==> run_1/gate_families.png <==
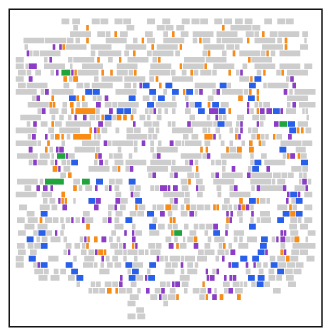
==> run_1/final_clocks.png <==
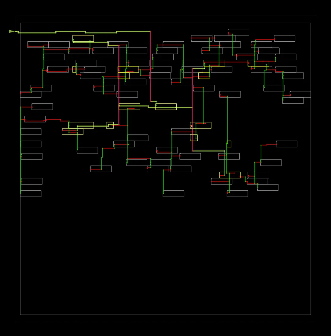
==> run_1/met2.png <==
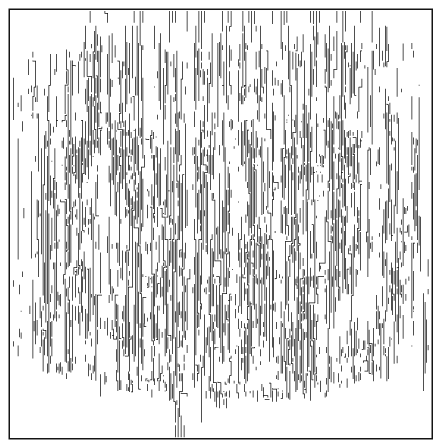
[src/rtl/fixed_accum_if.sv]
// rtl/fixed_accum_if.sv - operand stream in, saturated result out, valid/ready on both sides
interface fixed_accum_if #(
  parameter int W = 32
);
  logic [W-1:0] in_data;
  logic         in_valid;
  logic         in_last;
  logic         in_ready;
  logic [W-1:0] out_data;
  logic         out_ovf;
  logic         out_valid;
  logic         out_ready;

  modport master (
    output in_data, in_valid, in_last, out_ready,
    input  in_ready, out_data, out_ovf, out_valid
  );

  modport slave (
    input  in_data, in_valid, in_last, out_ready,
    output in_ready, out_data, out_ovf, out_valid
  );
endinterface

[src/rtl/fixed_accum.sv]
// rtl/fixed_accum.sv - sign-magnitude Q(M.N) accumulator with guard bits and saturated result
module fixed_accum #(
  parameter int N = 23,
  parameter int M = 8,
  parameter int G = 4
) (
  input  logic          clk,
  input  logic          rst,
  fixed_accum_if.slave  bus
);
  localparam int W = N + M + 1;
  localparam int A = W + G;
  localparam logic [A-1:0] A_MAX = {1'b0, {(A-1){1'b1}}};
  localparam logic [A-1:0] A_MIN = {1'b1, {(A-1){1'b0}}};

  typedef enum logic {ACC, DONE} state_t;

  state_t       state_q, state_d;
  logic [A-1:0] acc_q, acc_d;
  logic         ovf_q, ovf_d;
  logic         out_valid_q, out_valid_d;
  logic [W-1:0] out_data_q, out_data_d;
  logic         out_ovf_q, out_ovf_d;

  logic [A-1:0] mag_ext, value, sum_raw, sum, abs_s;
  logic         add_ovf, sat;
  logic [W-1:0] sat_data;

  // Negating a zero magnitude yields zero, so negative zero needs no special case.
  always_comb begin
    mag_ext  = {{(G+1){1'b0}}, bus.in_data[W-2:0]};
    value    = bus.in_data[W-1] ? -mag_ext : mag_ext;
    sum_raw  = acc_q + value;
    add_ovf  = (acc_q[A-1] == value[A-1]) && (sum_raw[A-1] != acc_q[A-1]);
    sum      = add_ovf ? (acc_q[A-1] ? A_MIN : A_MAX) : sum_raw;
    abs_s    = sum[A-1] ? -sum : sum;
    sat      = |abs_s[A-1:W-1];
    sat_data = sat ? {sum[A-1], {(W-1){1'b1}}} : {sum[A-1], abs_s[W-2:0]};
  end

  always_comb begin
    state_d     = state_q;
    acc_d       = acc_q;
    ovf_d       = ovf_q;
    out_valid_d = out_valid_q;
    out_data_d  = out_data_q;
    out_ovf_d   = out_ovf_q;
    case (state_q)
      ACC: begin
        if (bus.in_valid) begin
          if (bus.in_last) begin
            out_data_d  = sat_data;
            out_ovf_d   = ovf_q | add_ovf | sat;
            out_valid_d = 1'b1;
            state_d     = DONE;
          end else begin
            acc_d = sum;
            ovf_d = ovf_q | add_ovf;
          end
        end
      end
      DONE: begin
        if (bus.out_ready) begin
          out_valid_d = 1'b0;
          acc_d       = '0;
          ovf_d       = 1'b0;
          state_d     = ACC;
        end
      end
      default: state_d = ACC;
    endcase
  end

  always_ff @(posedge clk or posedge rst) begin
    if (rst) begin
      state_q     <= ACC;
      acc_q       <= '0;
      ovf_q       <= 1'b0;
      out_valid_q <= 1'b0;
      out_data_q  <= '0;
      out_ovf_q   <= 1'b0;
    end else begin
      state_q     <= state_d;
      acc_q       <= acc_d;
      ovf_q       <= ovf_d;
      out_valid_q <= out_valid_d;
      out_data_q  <= out_data_d;
      out_ovf_q   <= out_ovf_d;
    end
  end

  assign bus.in_ready  = (state_q == ACC);
  assign bus.out_data  = out_data_q;
  assign bus.out_ovf   = out_ovf_q;
  assign bus.out_valid = out_valid_q;
endmodule

[src/flat_wrapper.sv]
// flat-port wrapper written by rule: the top's interface ports become plain ports
module fixed_accum_flat 
#(
  parameter int N = 23,
  parameter int M = 8,
  parameter int G = 4
)
  (clk, rst, bus_in_data, bus_in_valid, bus_in_last, bus_out_ready, bus_in_ready, bus_out_data, bus_out_ovf, bus_out_valid);
  fixed_accum_if #(.W(32)) bus_i ();
  input  logic clk;
  input  logic rst;
  input wire logic [$bits(bus_i.in_data)-1:0] bus_in_data;
  input wire logic [$bits(bus_i.in_valid)-1:0] bus_in_valid;
  input wire logic [$bits(bus_i.in_last)-1:0] bus_in_last;
  input wire logic [$bits(bus_i.out_ready)-1:0] bus_out_ready;
  output wire logic [$bits(bus_i.in_ready)-1:0] bus_in_ready;
  output wire logic [$bits(bus_i.out_data)-1:0] bus_out_data;
  output wire logic [$bits(bus_i.out_ovf)-1:0] bus_out_ovf;
  output wire logic [$bits(bus_i.out_valid)-1:0] bus_out_valid;
  assign bus_i.in_data = bus_in_data;
  assign bus_i.in_valid = bus_in_valid;
  assign bus_i.in_last = bus_in_last;
  assign bus_i.out_ready = bus_out_ready;
  assign bus_in_ready = bus_i.in_ready;
  assign bus_out_data = bus_i.out_data;
  assign bus_out_ovf = bus_i.out_ovf;
  assign bus_out_valid = bus_i.out_valid;
  fixed_accum #(.N(N), .M(M), .G(G)) u_core (.clk(clk), .rst(rst), .bus(bus_i));
endmodule
[config.mk]
export PLATFORM = sky130hd
export DESIGN_NAME = fixed_accum_flat
export DESIGN_NICKNAME = d
export VERILOG_FILES = /design/src/rtl/fixed_accum_if.sv /design/src/rtl/fixed_accum.sv /design/src/flat_wrapper.sv
export SDC_FILE = /design/constraint.sdc
export NUM_CORES = 1
export LEC_CHECK = 0
export CAP_MARGIN = 20
export CORE_AREA = 2 2 130 132
export DETAILED_ROUTE_END_ITERATION = 10
export DIE_AREA = 0 0 132 134
export MAX_ROUTING_LAYER = met4
export SYNTH_ARGS = -nofsm -noshare
export SYNTH_HDL_FRONTEND = slang
export SYNTH_SLANG_ARGS = --single-unit
[constraint.sdc]
create_clock -name clk -period 17.2 [get_ports clk]
set_input_delay 5.16 -clock clk [delete_from_list [all_inputs] [get_ports clk]]
set_output_delay 5.16 -clock clk [all_outputs]
set_load 0.02 [all_outputs]
==> Changelog: implementation, run 1 <==
### Implementation results

- First-pass GRT wire length: around 37,000 um
- Clk tree area frac: 0.0370
- Main flop type: dfrtp_1
- Yosys simple share: 0.230
- Power Total: 1.81 mW
- Status: finished, final reports clean
- Met2 Track Usage GR: 0.445
- Inverters: 19
- Syn Area/Cell: 7.66 um^2
- CP max stage delay: 0.66 ns
- Comb area: 5060 um^2
- XOR/XNOR Fraction of Synth Area: 0.0863
- Antenna Nets Post-Route: 0
- Antenna violations before repair: 0
- RD Place Congestion: 0.894
- Yosys cell count: 941
- Minimum clock period: 13.58 ns
- Post-CTS Hold Buffers: 0
- WHS: ~0.48 ns
- Sequential power share: 0.170
- # Post-CTS Setup Buffers: 0
- Clock group power: 0.192 mW
- Crit path max fanout: 32
- CP endpoint kind: flop
- Final wirelength: 23,000 um
- Vias per cell: ~6.1
- Post-synth EDFFs: 0
- Die H: 134 um
- Maximum clock frequency: 73.7 MHz
- Cycle use final: 0.789
- Most common cell on crit path: or3_1
- Hold Violations, Final: 0
- Logic Gate Count: 785
- Largest Pwr Group: combinational cells
- Finished Cell Area: 8360 um^2
- Logic pwr share: 0.723
- Static leakage: ~3.4 nW
- Top cell area share: 0.250
- CP arrival: 13.77 ns
- Most frequent cells in the layout: nor2_1 (93), o21ai_0 (83), a21oi_1 (79)
- Crit path DRT: 17.39 ns
- Final Util: 0.513
- Fillers: about 1,700
- Met3 wire length: around 870 um
- Fa+ha+maj area frac: 0.0698
- Row cnt: approximately 47
- Slowest-stage cell, CP: or3_1
- All-Layer GR Usage: 0.265
- IO Pins: roughly 70
- Clk pwr share: 0.107
- Post-DP HPWL: between 15,000 and 20,000 um
- Pwr Density: 216 nW/um^2
- Ys Warns: 0
- R2R setup slack: 10.64 ns
- Global route hottest layer: met2
- Worst Hold Class: flop to flop
- Non-clk bufs: around 83
- Met2 routed WL: 11,100 um
- R2R depth: 18
- CTS Root Cell: clkbuf_16
- GR Layer Usage met1: 0.336
- Sw frac: 0.533
- P_sw: 0.962 mW
- Hold path start: u_core.bus.out_valid$_DFFE_PP0P_
- CTS tree: done
- Tool warnings: 26
- Wirelength per Cell: between 15 and 20 um
- Max cap viols: 0
- Worst Setup SP: bus_in_data[3]
- Kind of critical path: input port to flop
- Post-Layout Cell Count: between 1,000 and 1,500
- Internal: 0.844 mW
- RSZ-0062 raised after global routing: false
- DR pass1 iterations: 5
- Post-CTS sizing: 0
- Comb area share: 0.605
- Final WS setup: around 3.6 ns
- Met3 Resource Use GR: 0.0340
- CP Capture Point: u_core.bus.out_data[30]$_DFFE_PP0P_
- Met1 Routed Length: ~10,000 um
- Max Used Layer: met4
- Largest net degree at the start of global routing: 74
- Vias: 7,294
- Grt ovf: 0
- Antenna cells: 0
- Final #Nets: approximately 1,000
- Top class by area: multi-input combinational cells
- Critical Path Start Type: input port
- Cells after synthesis: between 900 and 1,000
- Initial DRC Count: 587
- Layout cell share with drive strength beyond 1: 0.0585
- Vias in the first global route: 6,765
- WHS Path Cells: 2
- Hold Path Sink: u_core.bus.out_valid$_DFFE_PP0P_
- P_comb: 1.31 mW
- Fraction of area in registers: 0.216
- DRC: 0
- Worst-margin pin slew: 1.03 ns
- Top cells, area: dfrtp_1 (25%), ha_1 (6.4%), o21ai_0 (5.8%), a21oi_1 (5.5%), xnor2_1 (5.0%)
- H-tree depth: 3
- Synth Seq Share: 0.250
- Floorplan net count: 1,017
- # Taps: 220
- Area grow syn2layout: 16.0%
- Core area: 16,300 um^2
- Commonest Layout Cell: nor2_1
- VDD IR max: ~120 uV
- Aoi share: 0.304
- FF+latch area: 1800 um^2
- Origin of the critical flop-to-flop path: u_core.acc_q[8]$_DFFE_PP0P_
- Synth unique cells: 80
- Final tally of setup violations: 0
- Signal buf overhead: 0.101
- Cell type with the largest total area: dfrtp_1
- Chip area: 17,700 um^2
- Fp util: 0.442
- Die width: 132 um
- Clk pin slew, worst setup/hold paths: about 0.06 ns
- Rel. slew slack: 0.294
- Reg2reg end: u_core.bus.out_data[30]$_DFFE_PP0P_
- Power in sequential cells: a little over 0.3 mW
- Final setup TNS: 0 ns
## Picture notes: gate_families.png
legend:
  multiplexers:
    color: green
    cells: 6
  NAND gates:
    color: purple
    cells: 153
  XOR/XNOR gates:
    color: blue
    cells: 71
  NOR gates:
    color: orange
    cells: 125
    where: all over the die

## Picture notes: final_clocks.png
clock buf count: 12
clock sink count: 72
flip-flops: 72
Layout Skew: 0.00478 ns
clk ins delay skew pair: 0.34 ns

## Picture notes: met2.png
longest straight run: 53.0 um
wire length on this layer: 11,100 um
main direction: vertical
share of all routed wire: 48%

## run 1: worst max-delay path, delay by kind of cell
| kind | cells | cell delay, ns |
|---|---|---|
| AOI/OAI and AO/OA | 13 | 2.89 |
| xor gates and xnor gates | 1 | 0.16 |
| adders and majority gates | 3 | 1.22 |
| buffers and inverters | 2 | 0.84 |
| and+or+nand+nor | 9 | 3.47 |
## run 1: sequential cells by signal, indices dropped and copies added, names as in the netlist
signal	flops
u_core.acc_q	36
u_core.bus.out_data	32
u_core.bus.out_ovf	1
u_core.bus.out_valid	1
u_core.ovf_q	1
u_core.state_q	1
## run 1: synth_stat cells (30+ instances only)
library cell  number
a21oi_1           79
a31oi_1           43
clkbuf_1          51
dfrtp_1           72
ha_1              37
nand2_1           77
nand3_1           48
nor2_1            93
o21ai_0           83
xnor2_1           41
xor2_1            30
==> run_1/drive_strength.png <==
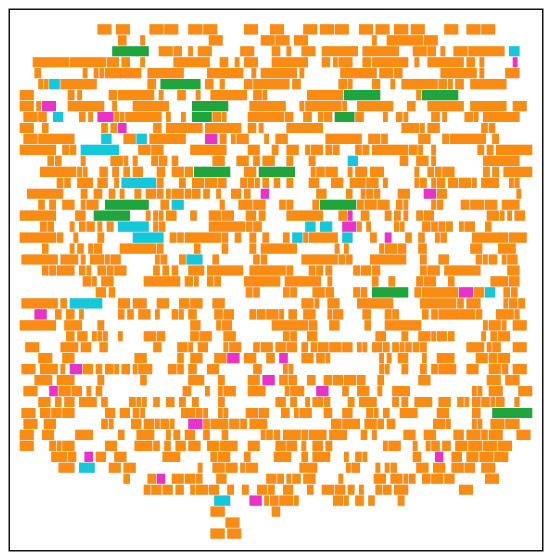

==> run 2, diff against run 1 <==
--- a/config.mk
+++ b/config.mk
@@ -10,6 +10,7 @@
 export DETAILED_ROUTE_END_ITERATION = 10
 export DIE_AREA = 0 0 132 134
 export MAX_ROUTING_LAYER = met4
+export PLACE_DENSITY = 0.67
 export SYNTH_ARGS = -nofsm -noshare
 export SYNTH_HDL_FRONTEND = slang
 export SYNTH_SLANG_ARGS = --single-unit
==> constraint.sdc (replaced) <==
create_clock -name clk -period 11 [get_ports clk]
set_input_delay 3.3 -clock clk [delete_from_list [all_inputs] [get_ports clk]]
set_output_delay 3.3 -clock clk [all_outputs]
set_load 0.02 [all_outputs]
==> run_2/drive_strength.png <==
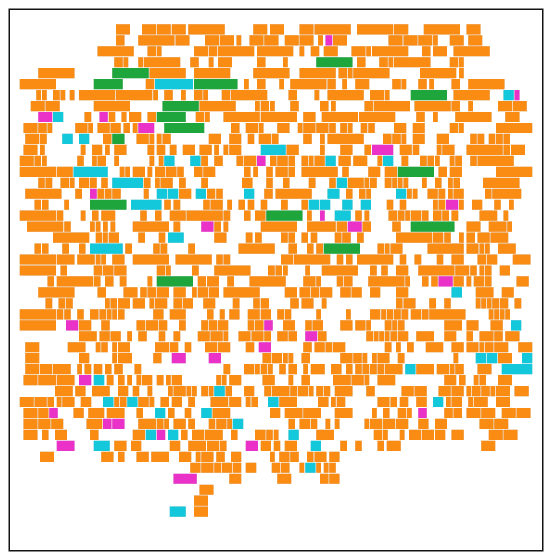
legend:
  drive 2:
    color: magenta
    cells: 28
    share: 2.8%
    most_used: a31o_2
  drive 3 to 4:
    color: cyan
    cells: 50
    share: 5.0%
    most_used: buf_4
  drive 6 and up:
    color: green
    cells: 15
    share: 1.5%
    most_used: clkbuf_16
  drive 1 or less:
    color: orange
    cells: 910
    share: 91%
    most_used: nor2_1

==> run 2 against run 1 <==
  * Routed wire length shrank 0.74%
  * Final cell count rose by 2.3%
  * Utilization is 1.7 points higher
  * Global-route usage increased by 0.14 points
  * Synthesized area is the same
  * Power increased by 62%
  * Hold slack better by 0.0048 ns
  * Critical path type unchanged
  * Largest cell class unchanged
  * Highest routed layer unchanged
==> Changelog: implementation, run 2 <==
### Implementation results

- Clk pin slew, worst setup/hold paths: 0.06 ns (about the same)
- Floorplan net count: 1,017 (unchanged)
- Post-Layout Cell Count: 1,223 (was 1,195)
- Die width: 132 um (unchanged)
- Clk ins delay skew pair: 0.35 ns (was 0.34 ns)
- Slowest-stage cell, CP: clkdlybuf4s50_1 (was or3_1)
- WHS: 0.489 ns (was 0.484 ns)
- Clock group power: 0.320 mW (was 0.192 mW)
- XOR/XNOR Fraction of Synth Area: 0.0863 (unchanged)
- Status: finished, final reports clean (unchanged)
- Family with the most delay on the worst path: AND-OR/OR-AND gates (was simple AND/OR/NAND/NOR gates)
- Aoi share: 0.304 (unchanged)
- Flip-flops: 72 (unchanged)
- R2R depth: 20 (was 18)
- Fa+ha+maj area frac: 0.0698 (unchanged)
- Clock buf count: 9 (was 12)
- Row cnt: 47 (unchanged)
- Antenna Nets Post-Route: 0 (unchanged)
- Layout cell share with drive strength beyond 1: 0.0927 (was 0.0585)
- Most common cell on crit path: or3_1 (unchanged)
- Hold path start: u_core.bus.out_valid$_DFFE_PP0P_ (unchanged)
- IO Pins: 72 (unchanged)
- Fillers: 1,602 (was 1,658)
- Origin of the critical flop-to-flop path: u_core.acc_q[6]$_DFFE_PP0P_ (was u_core.acc_q[8]$_DFFE_PP0P_)
- Signal buf overhead: 0.122 (was 0.101)
- Finished Cell Area: 8630 um^2 (was 8360 um^2)
- Stages on worst setup path: 30 (was 28)
- Crit path max fanout: 32 (unchanged)
- Post-synth EDFFs: 0 (unchanged)
- Pwr Density: 339 nW/um^2 (was 216 nW/um^2)
- WHS Path Cells: 2 (unchanged)
- Chip area: 17,700 um^2 (unchanged)
- Maximum clock frequency: around 95 MHz
- Largest net degree at the start of global routing: 74 (unchanged)
- Antenna violations before repair: 0 (unchanged)
- Reg2reg end: u_core.bus.out_data[30]$_DFFE_PP0P_ (unchanged)
- Clk pwr share: 0.109 (was 0.107)
- Worst Setup SP: bus_in_data[5] (was bus_in_data[3])
- R2R setup slack: 5.29 ns (was 10.64 ns)
- H-tree depth: 3 (unchanged)
- Yosys cell count: 941 (unchanged)
- Rel. slew slack: 0.310 (was 0.294)
- Static leakage: 3.51 nW (was 3.36 nW)
- Synth Seq Share: 0.250 (unchanged)
- First-pass GRT wire length: 37,100 um (was 36,500 um)
- FF+latch area: 1800 um^2 (unchanged)
- Sw frac: 0.522 (was 0.533)
- Non-clk bufs: 111 (was 83)
- Crit path DRT: 11.21 ns (was 17.39 ns)
- Grt ovf: 0 (unchanged)
- Largest Pwr Group: combinational cells (unchanged)
- VDD IR max: 175 uV (was 123 uV)
- Tool warnings: 26 (unchanged)
- Worst-margin pin slew: 1.01 ns (was 1.03 ns)
- Reg with most FFs: u_core.acc_q (unchanged)
- Die H: 134 um (unchanged)
- Post-CTS Hold Buffers: 0 (unchanged)
- Area grow syn2layout: 19.8% (was 16.0%)
- Power in sequential cells: 0.475 mW (was 0.308 mW)
- CP Capture Point: u_core.bus.out_data[30]$_DFFE_PP0P_ (unchanged)
- Vias per cell: 6.13 (was 6.10)
- Top cells by count: nor2_1 (93), o21ai_0 (83), a21oi_1 (79) (unchanged)
- CP endpoint kind: flop (unchanged)
- Final Util: 0.530 (was 0.513)
- Final #Nets: 1,074 (was 1,046)
- Max FFs per register: 36 (unchanged)
- DRC: 0 (unchanged)
- P_sw: 1.53 mW (was 0.962 mW)
- Post-CTS sizing: 0 (unchanged)
- Clk tree area frac: 0.0371 (was 0.0370)
- Comb area share: 0.592 (was 0.605)
- Cells after synthesis: 941 (unchanged)
- Ys Warns: 0 (unchanged)
- Final wirelength: 22,800 um (was 23,000 um)
- Fp util: 0.442 (unchanged)
- Minimum clock period: 10.58 ns
- Final tally of setup violations: 0 (unchanged)
- Count leader, synth: nor2_1 (unchanged)
- Commonest Layout Cell: nor2_1 (unchanged)
- Final setup TNS: 0 ns (unchanged)
- Most frequent cells in the layout: nor2_1 (93), o21ai_0 (81), a21oi_1 (78) (was nor2_1 (93), o21ai_0 (83), a21oi_1 (79))
- Initial DRC Count: 672 (was 587)
- Vias: 7,498 (was 7,294)
- Core area: 16,300 um^2 (unchanged)
- Layout Skew: 0.00710 ns (was 0.00478 ns)
- CTS tree: done (unchanged)
- DR pass1 iterations: 5 (unchanged)
- Max cap viols: 0 (unchanged)
- Sequential power share: 0.163 (was 0.170)
- Syn Area/Cell: 7.66 um^2 (unchanged)
## run 2: cell counts after synthesis
Identical to the previous run, type by type.
## run 2: worst min-delay path, stage by stage, from the launching register on
cell and delay, ns:
dfrtp_1 0.35, nand2_1 0.05, nand2_1 0.06
## run 2: layer usage
layer / up-vias / part of all wire / routed length, um / track usage
met5: - / 0 / 0 / -
met4: 0 / 0.038 / 856 / 0.112
met3: 61 / 0.049 / 1120 / 0.0348
met2: 250 / 0.47 / 10700 / 0.425
met1: 3550 / 0.44 / 10100 / 0.341
li1: 3637 / - / - / -
## run 2: cell families (layout without fill, tap and decap cells)
family          after synthesis  in the layout
xor+xnor                     71             71
compound gates              339            339
buf+inv                      84            146
mux                           6              6
simple gates                330            330
fa+ha+maj                    39             39
flops                        72             72
No activity file was given, so power comes from the tool's default toggle rates.
